**src/rtl/multi_candle_flicker.sv**
```systemverilog
// Multi-channel candle flicker: per-channel LFSR-driven random targets, slew-limited
// brightness tracking and glitch-free PWM from one shared counter.
module multi_candle_flicker #(
  parameter int CHANNELS   = 4,
  parameter int PWM_WIDTH  = 8,
  parameter int FLKR_DIV   = 122,
  parameter int LFSR_DIV   = 4,
  parameter int MIN_BRIGHT = 64,
  parameter int STEP_UP    = 2,
  parameter int STEP_DN    = 1
) (
  input  logic                          clk,
  input  logic                          reset,
  input  logic                          enable,
  input  logic [2*CHANNELS-1:0]         mode,
  input  logic [PWM_WIDTH-1:0]          steady_level,
  output logic [CHANNELS-1:0]           pwm_out,
  output logic                          frame,
  output logic [CHANNELS*PWM_WIDTH-1:0] brightness_all
);

  localparam int FW = (FLKR_DIV > 1) ? $clog2(FLKR_DIV) : 1;
  localparam int TW = (LFSR_DIV > 1) ? $clog2(LFSR_DIV) : 1;

  localparam logic [1:0] MODE_OFF     = 2'b00;
  localparam logic [1:0] MODE_STEADY  = 2'b01;
  localparam logic [1:0] MODE_FLICKER = 2'b10;
  localparam logic [1:0] MODE_FADE_IN = 2'b11;

  localparam logic [PWM_WIDTH-1:0] PWM_MAX   = '1;
  localparam logic [PWM_WIDTH:0]   MAX_EXT   = {1'b0, PWM_MAX};
  localparam logic [PWM_WIDTH-1:0] MIN_B     = PWM_WIDTH'(MIN_BRIGHT);
  localparam logic [PWM_WIDTH:0]   UP_EXT    = (PWM_WIDTH+1)'(STEP_UP);
  localparam logic [PWM_WIDTH:0]   DN_EXT    = (PWM_WIDTH+1)'(STEP_DN);
  localparam logic [FW-1:0]        FLKR_LAST = FW'(FLKR_DIV - 1);
  localparam logic [TW-1:0]        LFSR_LAST = TW'(LFSR_DIV - 1);
  localparam logic [15:0]          LFSR_MASK = 16'hB400;

  function automatic logic [15:0] seed(input int c);
    logic [31:0] prod;
    logic [15:0] s;
    prod = 32'h1F35 * 32'(c + 1);
    s    = 16'hACE1 ^ prod[15:0];
    return (s == 16'h0000) ? 16'h0001 : s;
  endfunction

  logic [FW-1:0]        cnt;
  logic [TW-1:0]        tcnt;
  logic [PWM_WIDTH-1:0] pcnt;
  logic [PWM_WIDTH-1:0] pcnt_next;
  logic                 flkr_tick;
  logic                 lfsr_tick;
  logic                 frame_tick;

  assign flkr_tick  = enable && (cnt == FLKR_LAST);
  assign lfsr_tick  = flkr_tick && (tcnt == LFSR_LAST);
  assign frame_tick = enable && (pcnt == PWM_MAX);
  assign pcnt_next  = enable ? pcnt + PWM_WIDTH'(1) : pcnt;
  assign frame      = frame_tick;

  always_ff @(posedge clk or negedge reset) begin
    if (!reset) begin
      cnt  <= '0;
      tcnt <= '0;
      pcnt <= '0;
    end else if (enable) begin
      cnt <= flkr_tick ? '0 : cnt + FW'(1);
      if (flkr_tick) tcnt <= lfsr_tick ? '0 : tcnt + TW'(1);
      pcnt <= pcnt_next;
    end
  end

  for (genvar c = 0; c < CHANNELS; c++) begin : g_ch
    localparam logic [15:0] SEED = seed(c);

    logic [15:0]          lfsr_q;
    logic [15:0]          lfsr_next;
    logic [PWM_WIDTH-1:0] target_q;
    logic [PWM_WIDTH-1:0] target_new;
    logic [PWM_WIDTH-1:0] bright_q;
    logic [PWM_WIDTH-1:0] bright_next;
    logic [PWM_WIDTH-1:0] duty_q;
    logic [PWM_WIDTH-1:0] duty_next;
    logic                 pwm_q;
    logic [1:0]           ch_mode;
    logic [PWM_WIDTH:0]   b_ext;
    logic [PWM_WIDTH:0]   t_ext;
    logic [PWM_WIDTH:0]   up_sum;
    logic [PWM_WIDTH:0]   dn_val;

    assign ch_mode    = mode[2*c +: 2];
    assign lfsr_next  = (lfsr_q >> 1) ^ (lfsr_q[0] ? LFSR_MASK : 16'h0000);
    assign target_new = (lfsr_next[PWM_WIDTH-1:0] < MIN_B) ? MIN_B : lfsr_next[PWM_WIDTH-1:0];
    assign b_ext      = {1'b0, bright_q};
    assign t_ext      = {1'b0, target_q};
    assign up_sum     = b_ext + UP_EXT;
    // Extended-width compare keeps the downward step from wrapping below the target.
    assign dn_val     = (b_ext > t_ext + DN_EXT) ? b_ext - DN_EXT : t_ext;
    assign duty_next  = frame_tick ? bright_q : duty_q;

    always_comb begin
      bright_next = bright_q;
      if (enable) begin
        unique case (ch_mode)
          MODE_OFF:     bright_next = '0;
          MODE_STEADY:  bright_next = steady_level;
          MODE_FLICKER: begin
            if (flkr_tick) begin
              if (b_ext < t_ext)      bright_next = (up_sum < t_ext) ? up_sum[PWM_WIDTH-1:0] : target_q;
              else if (b_ext > t_ext) bright_next = dn_val[PWM_WIDTH-1:0];
            end
          end
          MODE_FADE_IN: begin
            if (flkr_tick) bright_next = (up_sum < MAX_EXT) ? up_sum[PWM_WIDTH-1:0] : PWM_MAX;
          end
        endcase
      end
    end

    // Duty is only reloaded at the period boundary, so comparing against its
    // next value keeps the first cycle of each period consistent with the new duty.
    always_ff @(posedge clk or negedge reset) begin
      if (!reset) begin
        lfsr_q   <= SEED;
        target_q <= MIN_B;
        bright_q <= '0;
        duty_q   <= '0;
        pwm_q    <= 1'b0;
      end else begin
        bright_q <= bright_next;
        if (lfsr_q == 16'h0000) begin
          lfsr_q <= SEED;
        end else if (lfsr_tick) begin
          lfsr_q   <= lfsr_next;
          target_q <= target_new;
        end
        if (frame_tick) duty_q <= bright_q;
        pwm_q <= enable && (pcnt_next < duty_next);
      end
    end

    assign pwm_out[c]                                = pwm_q;
    assign brightness_all[c*PWM_WIDTH +: PWM_WIDTH] = bright_q;
  end

endmodule

```
**config.mk**
```make
export PLATFORM = sky130hd
export DESIGN_NAME = multi_candle_flicker
export DESIGN_NICKNAME = d
export VERILOG_FILES = /design/src/rtl/multi_candle_flicker.sv
export SDC_FILE = /design/constraint.sdc
export NUM_CORES = 1
export LEC_CHECK = 0
export CAP_MARGIN = 20
export CELL_PAD_IN_SITES_DETAIL_PLACEMENT = 1
export CELL_PAD_IN_SITES_GLOBAL_PLACEMENT = 1
export CORE_ASPECT_RATIO = 1.5
export CORE_MARGIN = 5
export CORE_UTILIZATION = 48
export CTS_CLUSTER_SIZE = 14
export DETAILED_ROUTE_END_ITERATION = 7
export PLACE_DENSITY_LB_ADDON = 0.1
export SETUP_SLACK_MARGIN = 0.2
export SLEW_MARGIN = 20
export SYNTH_ARGS = -nofsm -noshare
export SYNTH_HDL_FRONTEND = slang
export SYNTH_SLANG_ARGS = --single-unit
export TNS_END_PERCENT = 50
```
**constraint.sdc**
```tcl
create_clock -name clk -period 4 [get_ports clk]
set_clock_uncertainty 0.2 [all_clocks]
set_input_delay 1 -clock clk [delete_from_list [all_inputs] [get_ports clk]]
set_output_delay 1 -clock clk [all_outputs]
set_load 0.05 [all_outputs]
```
==> results.cfg, run 1 <==
; implementation run metrics
[setup_path]
cp-endpoint = frame
rr_worst_depth = 11
crit-reg2reg-capture = g_ch[2].bright_q[5]$_DFFE_PN0P_
end_kind = output pin
crit_fanout = 23

[floorplanning]
pin_count = 56
core_um2 = 27200
die-area_um2 = 31100
fp-utilization = 0.486

[global_route]
grt_pass1_wl_um = 66700
grt_start_max_net_pins = 77
grt_pass1_vias = 12400
globalRouteOverflowTotal = 0

[synthesis]
yosys_area_um2 = 13200
flop_cell = dfrtp_1
synth-edff-count = 0
ys_seq_share = 0.346
ys_async_sr_fraction = 1.00

[cells_and_area]
final_cells = 1941
finalInstanceArea_um2 = 14900
layout_top_cells = nand2_1, ha_1, dfrtp_1, inv_1, nand3_1
antenna_cells = 0
fillCellCount = 3227
regArea_um2 = 4580
drive_gt1_frac = 0.106
seq_area_frac = 0.308
syn2layout_area_growth_pct = 12.3
layout.nets = 1751
num-nonclk-buffers = 108

[place]
place_area_um2 = 14300
dp_hpwl_um = 30500

[final_timing]
rsz0062_at_grt = false
relSlewSlack = 0.513
fin_crit_ns = 3.61
finalSetupViolCount = 0
finalWorstSetupSlack_ns = 0.390
finalSetupTns_ns = 0

[clocking]
cts_root_buffer = clkbuf_16
clk_latency_ns = 0.43
cts_sinks = 181
post_cts_buffers = 0

[drt]
dr.pass1.iters = 5
final_antenna_net_count = 0
vias = 11700

[outcome]
outcome = finished clean

[min_path]
hp-class = reg -> reg
run 1: power by group:
group	switching, uW	internal (uW)	leakage (uW)	total (uW)
sequential	317	1990	0.00231	2310
combinational	2110	1380	0.00450	3490
clock	773	877	0.000268	1650
total	3200	4250	0.00708	7450
run 1: state kept, by name (all words and copies together) (netlist names):
signal	cells
g_ch.duty_q	32
cnt	7
tcnt	2
g_ch.lfsr_q	64
g_ch.target_q	32
g_ch.pwm_q	4
pcnt	8
g_ch.bright_q	32
run 1: synthesized netlist by cell type (15+ instances only):
cell / count / area (um^2)
a211oi_1: 15 / 113
a21oi_1: 79 / 395
buf_2: 26 / 130
clkbuf_1: 34 / 128
dfrtp_1: 143 / 3580
dfstp_2: 38 / 998
ha_1: 146 / 1830
inv_1: 102 / 383
mux2i_1: 30 / 300
nand2_1: 270 / 1010
nand2b_1: 15 / 93.8
nand3_1: 101 / 505
nand4_1: 18 / 113
nor2_1: 72 / 270
nor3_1: 26 / 130
nor4_1: 15 / 93.8
o211ai_1: 15 / 113
o21ai_0: 65 / 325
xnor2_1: 72 / 631
xor2_1: 23 / 201
run 1: per-layer routing:
metal	vias up	share of wire	routed length (um)	GRT usage
met1	5829	0.42	17100	0.325
met3	92	0.033	1360	0.0300
met5	-	0	0	0
met2	246	0.51	20700	0.480
met4	0	0.038	1560	0.0969
li1	5490	-	-	-
run 1: cells by family after synthesis:
kind of cell | share of synthesized area
AND/OR/NAND/NOR | 0.213
AND-OR/OR-AND | 0.150
flip-flops | 0.346
buffers and inverters | 0.0560
adder cells (fa/ha/maj) | 0.138
XOR/XNOR | 0.0629
multiplexers | 0.0337
run 1: critical path, cell delays in order:
cell,delay (ns)
clkdlybuf4s50_1,0.65
and3_1,0.22
nand3_2,0.11
buf_12,0.19
inv_1,0.10
buf_12,0.14
==> run_1/sizes.png <==
Scale bar: 50 um.
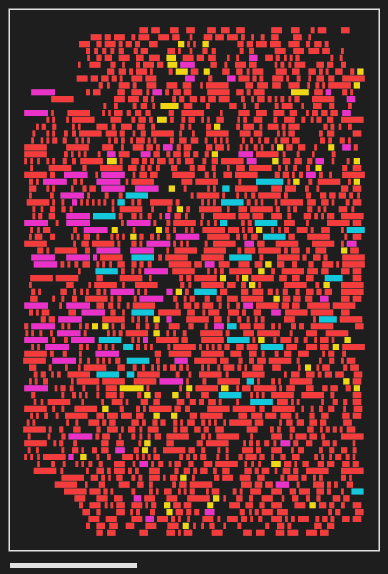
legend:
  cyan:
    size: _6 and larger
    cells: 29
    share: 1.8%
    most_used: clkbuf_16
  yellow:
    size: _3 and _4 cells
    cells: 65
    share: 4.1%
    most_used: buf_4
  magenta:
    size: _2 cells
    cells: 76
    share: 4.8%
    most_used: dfstp_2
  red:
    size: _0 and _1 cells
    cells: 1429
    share: 89%
    most_used: nand2_1

==> run_1/layer_met1.png <==
Scale bar: 50 um. Supply wires on this layer in grey.
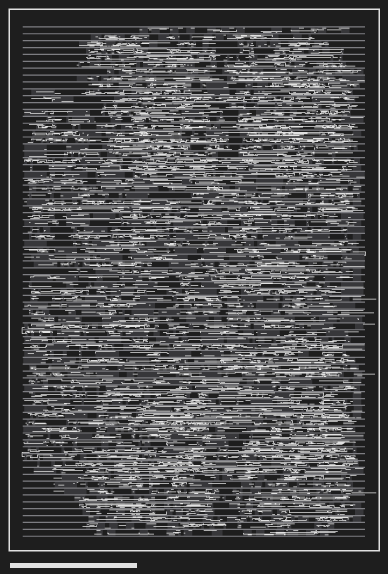
main direction: horizontal
share of all routed wire: 42%
nets with wire on the layer: 1632
wire length on this layer: 17100 um

==> run_1/congestion.png <==
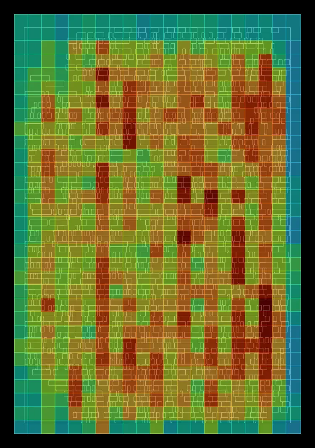
Final Core Density: 0.546
post-DR wirelength/cell: 21.0 um

==> run_1/detail.png <==
Scale bar: 10 um. Window x 53 to 93, y 44 to 84 um. Cells in grey, sequential cells in the stronger grey; small squares are vias.
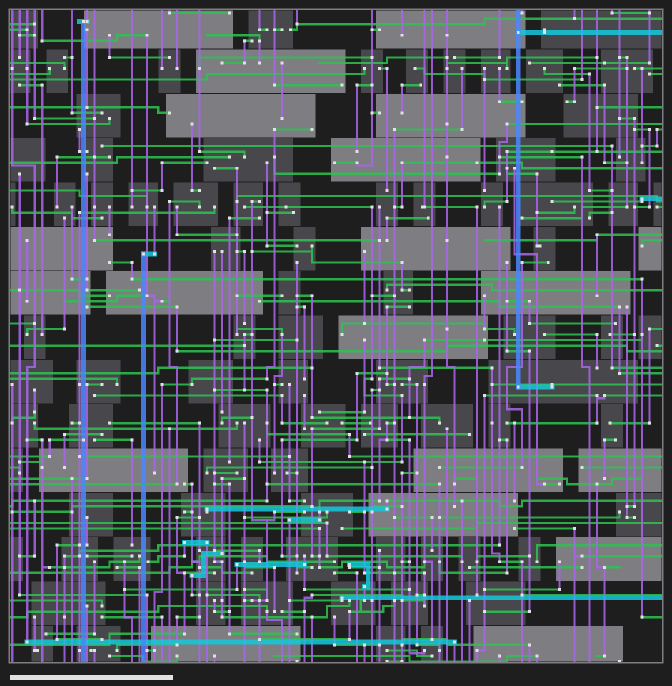
legend:
  purple:
    layer: metal 2
  blue:
    layer: metal 4
  cyan:
    layer: metal 3
  green:
    layer: metal 1
cells with their middle in the window: 98
most frequent: dfrtp_1 (18), nand2_1 (14)
sequential cells in the window: 19
netlist names of flops here include: `g_ch.target_q` (7), `g_ch.duty_q` (6), `g_ch.bright_q` (4)

==> run_1/layer_met2.png <==
Scale bar: 50 um.
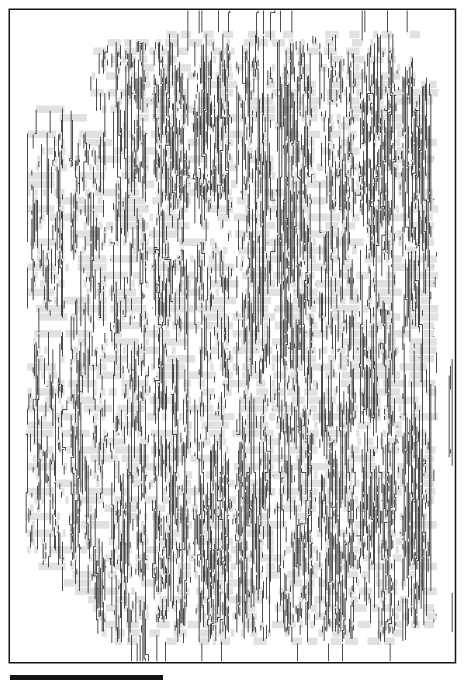

==> run 1 -> run 2 <==
CAP_MARGIN = not set   (was 20)
CORE_UTILIZATION = 49   (was 48)
CTS_BUF_LIST = sky130_fd_sc_hd__clkbuf_2   (was not set)
==> run_2/layer_met2.png <==
Scale bar: 50 um.
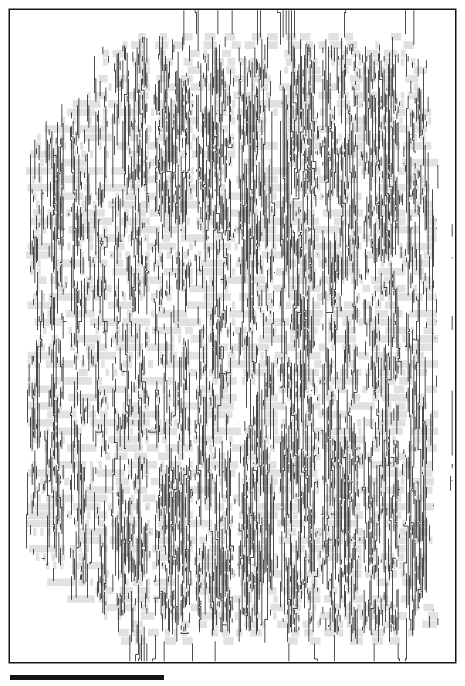
share of all routed wire: 51%
longest straight run: 91.1 um
vias: 11600
WL final: 40200 um
met2 Use GR: 0.472

==> run_2/sizes.png <==
Scale bar: 50 um.
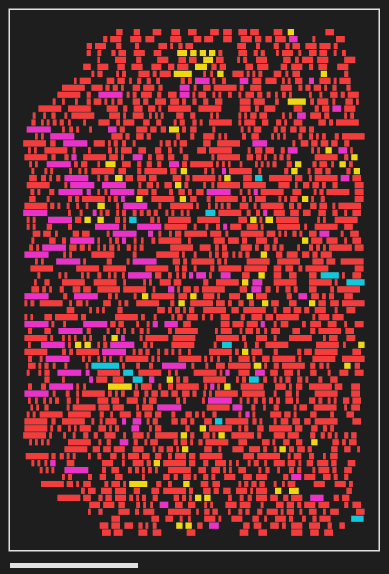
legend:
  yellow:
    size: _3 and _4 cells
    cells: 66
    share: 4.1%
    most_used: buf_4
  magenta:
    size: _2 cells
    cells: 93
    share: 5.8%
    most_used: dfstp_2
  cyan:
    size: _6 and larger
    cells: 12
    share: 0.75%
    most_used: inv_8
  red:
    size: _0 and _1 cells
    cells: 1427
    share: 89%
    most_used: nand2_1

==> run 2 against run 1 <==
First-iteration DRC count fell by 0.18%. Non-clock buffer count fell by 1. Combinational power barely moved. Hold slack improved by 0.00053 ns. Die size fell by 1.9%. Critical path depth rose by 6. Sequential power barely moved. Sequential share of layout area rose by 0.70 points. Design area fell by 2.2%. Clock power fell by about 40%. Worst setup slack got worse by 0.046 ns. Area after synthesis did not move.
==> results.cfg, run 2 <==
; implementation run metrics
[outcome]
outcome = finished clean

[setup_path]
crit_fanout = 10
rr_worst_depth = 12
end_kind = register
crit-reg2reg-capture = g_ch[3].bright_q[0]$_DFFE_PN0P_

[global_route]
top_usage_layer = met2
grt_use_met3 = 0.0269
globalRouteOverflowTotal = 0
grt_start_max_net_pins = 80
grt_pass1_wl_um = 65500
grt_pass1_vias = 12200
grt_use_met1 = 0.342

[synthesis]
top_cells_by_count = nand2_1, ha_1, dfrtp_1, inv_1, nand3_1
yosys_area_um2 = 13200
flop_cell = dfrtp_1
ys_seq_share = 0.346
area_leaders = dfrtp_1, ha_1, nand2_1
ys_async_sr_fraction = 1.00
yosysTopAreaCellShare = 0.270
top_cell = nand2_1

[clocking]
cts_sinks = 181
cts_root_buffer = clkbuf_2
clk_latency_ns = 0.79
post_cts_buffers = 0

[cells_and_area]
antenna_cells = 2
seq_area_frac = 0.315
fillCellCount = 3190
largest_reg_flops = 64
regArea_um2 = 4580
comb_cells = 1175
num-nonclk-buffers = 107
syn2layout_area_growth_pct = 9.88
layout_top_cells = nand2_1, ha_1, dfrtp_1, inv_1, nand3_1

[drt]
final_antenna_net_count = 0
dr.pass1.iters = 4
wl_per_cell_um = 20.7

[floorplanning]
core_um2 = 26600
pin_count = 56
fp-utilization = 0.498
die-area_um2 = 30500

[final_timing]
rsz0062_at_grt = true
finalSetupViolCount = 0
finalHoldViolCount = 0
fin_crit_ns = 3.66

[min_path]
hp-class = reg -> reg

[place]
dp_hpwl_um = 30500
[run 2: cell count changes in the layout (fill, tap and decap cells not counted), moves of 2 or more]
cell and change:
inv_8 +3, clkinvlp_4 -2, diode_2 +2, clkbuf_2 +17, inv_6 -2, clkinv_4 +3, clkbuf_16 -17
[run 2: kinds of logic after synthesis]
family / share of synthesized area
AOI/OAI and AO/OA: 0.150
xor gates and xnor gates: 0.0629
adders and majority gates: 0.138
buffers and inverters: 0.0560
DFF: 0.346
muxes: 0.0337
and+or+nand+nor: 0.213
[run 2: layer usage]
layer / vias to the layer above / routed length [um]
met3: 83 / 1090
li1: 5485 / -
met2: 213 / 20500
met5: - / 0
met1: 5838 / 17200
met4: 0 / 1320
[run 2: through the flow]
stage	worst slack [ns]	utilization	cell area, um^2	hold WS, ns	cells
3_5_place_dp	0.152	0.537	14300	0.266	1902
4_1_cts	0.292	0.546	14500	0.280	1935
6_report	0.343	0.547	14500	0.287	1937
2_1_floorplan	0.653	-	13200	0.241	1533
3_3_place_gp	0.189	0.537	14300	0.253	1902
5_1_grt	0.105	0.547	14500	0.308	1936
[run 2: critical path: stages (launching register included)]
cell      delay, ns
dfrtp_1        0.55
inv_1          0.14
nor3_2         0.30
and3_1         0.25
nand3_1        0.10
xnor2_1        0.14
ha_1           0.30
nand3_1        0.12
a221oi_1       0.57
nand3b_4       0.25
o32ai_1        0.34
a41oi_1        0.07
o31ai_1        0.25
[run 2: what timing repair did]
action,CTS,global route
resized,0,3
setup endpoints to repair,0,5
hold buffers,1,0
hold endpoints to repair,54,0
[run 2: power breakdown]
| group | switching [uW] | internal (uW) |
|---|---|---|
| clock network | 732 | 259 |
| registers | 300 | 1990 |
| logic | 2130 | 1370 |
| total | 3160 | 3630 |
Power and IR drop assume default switching activity.
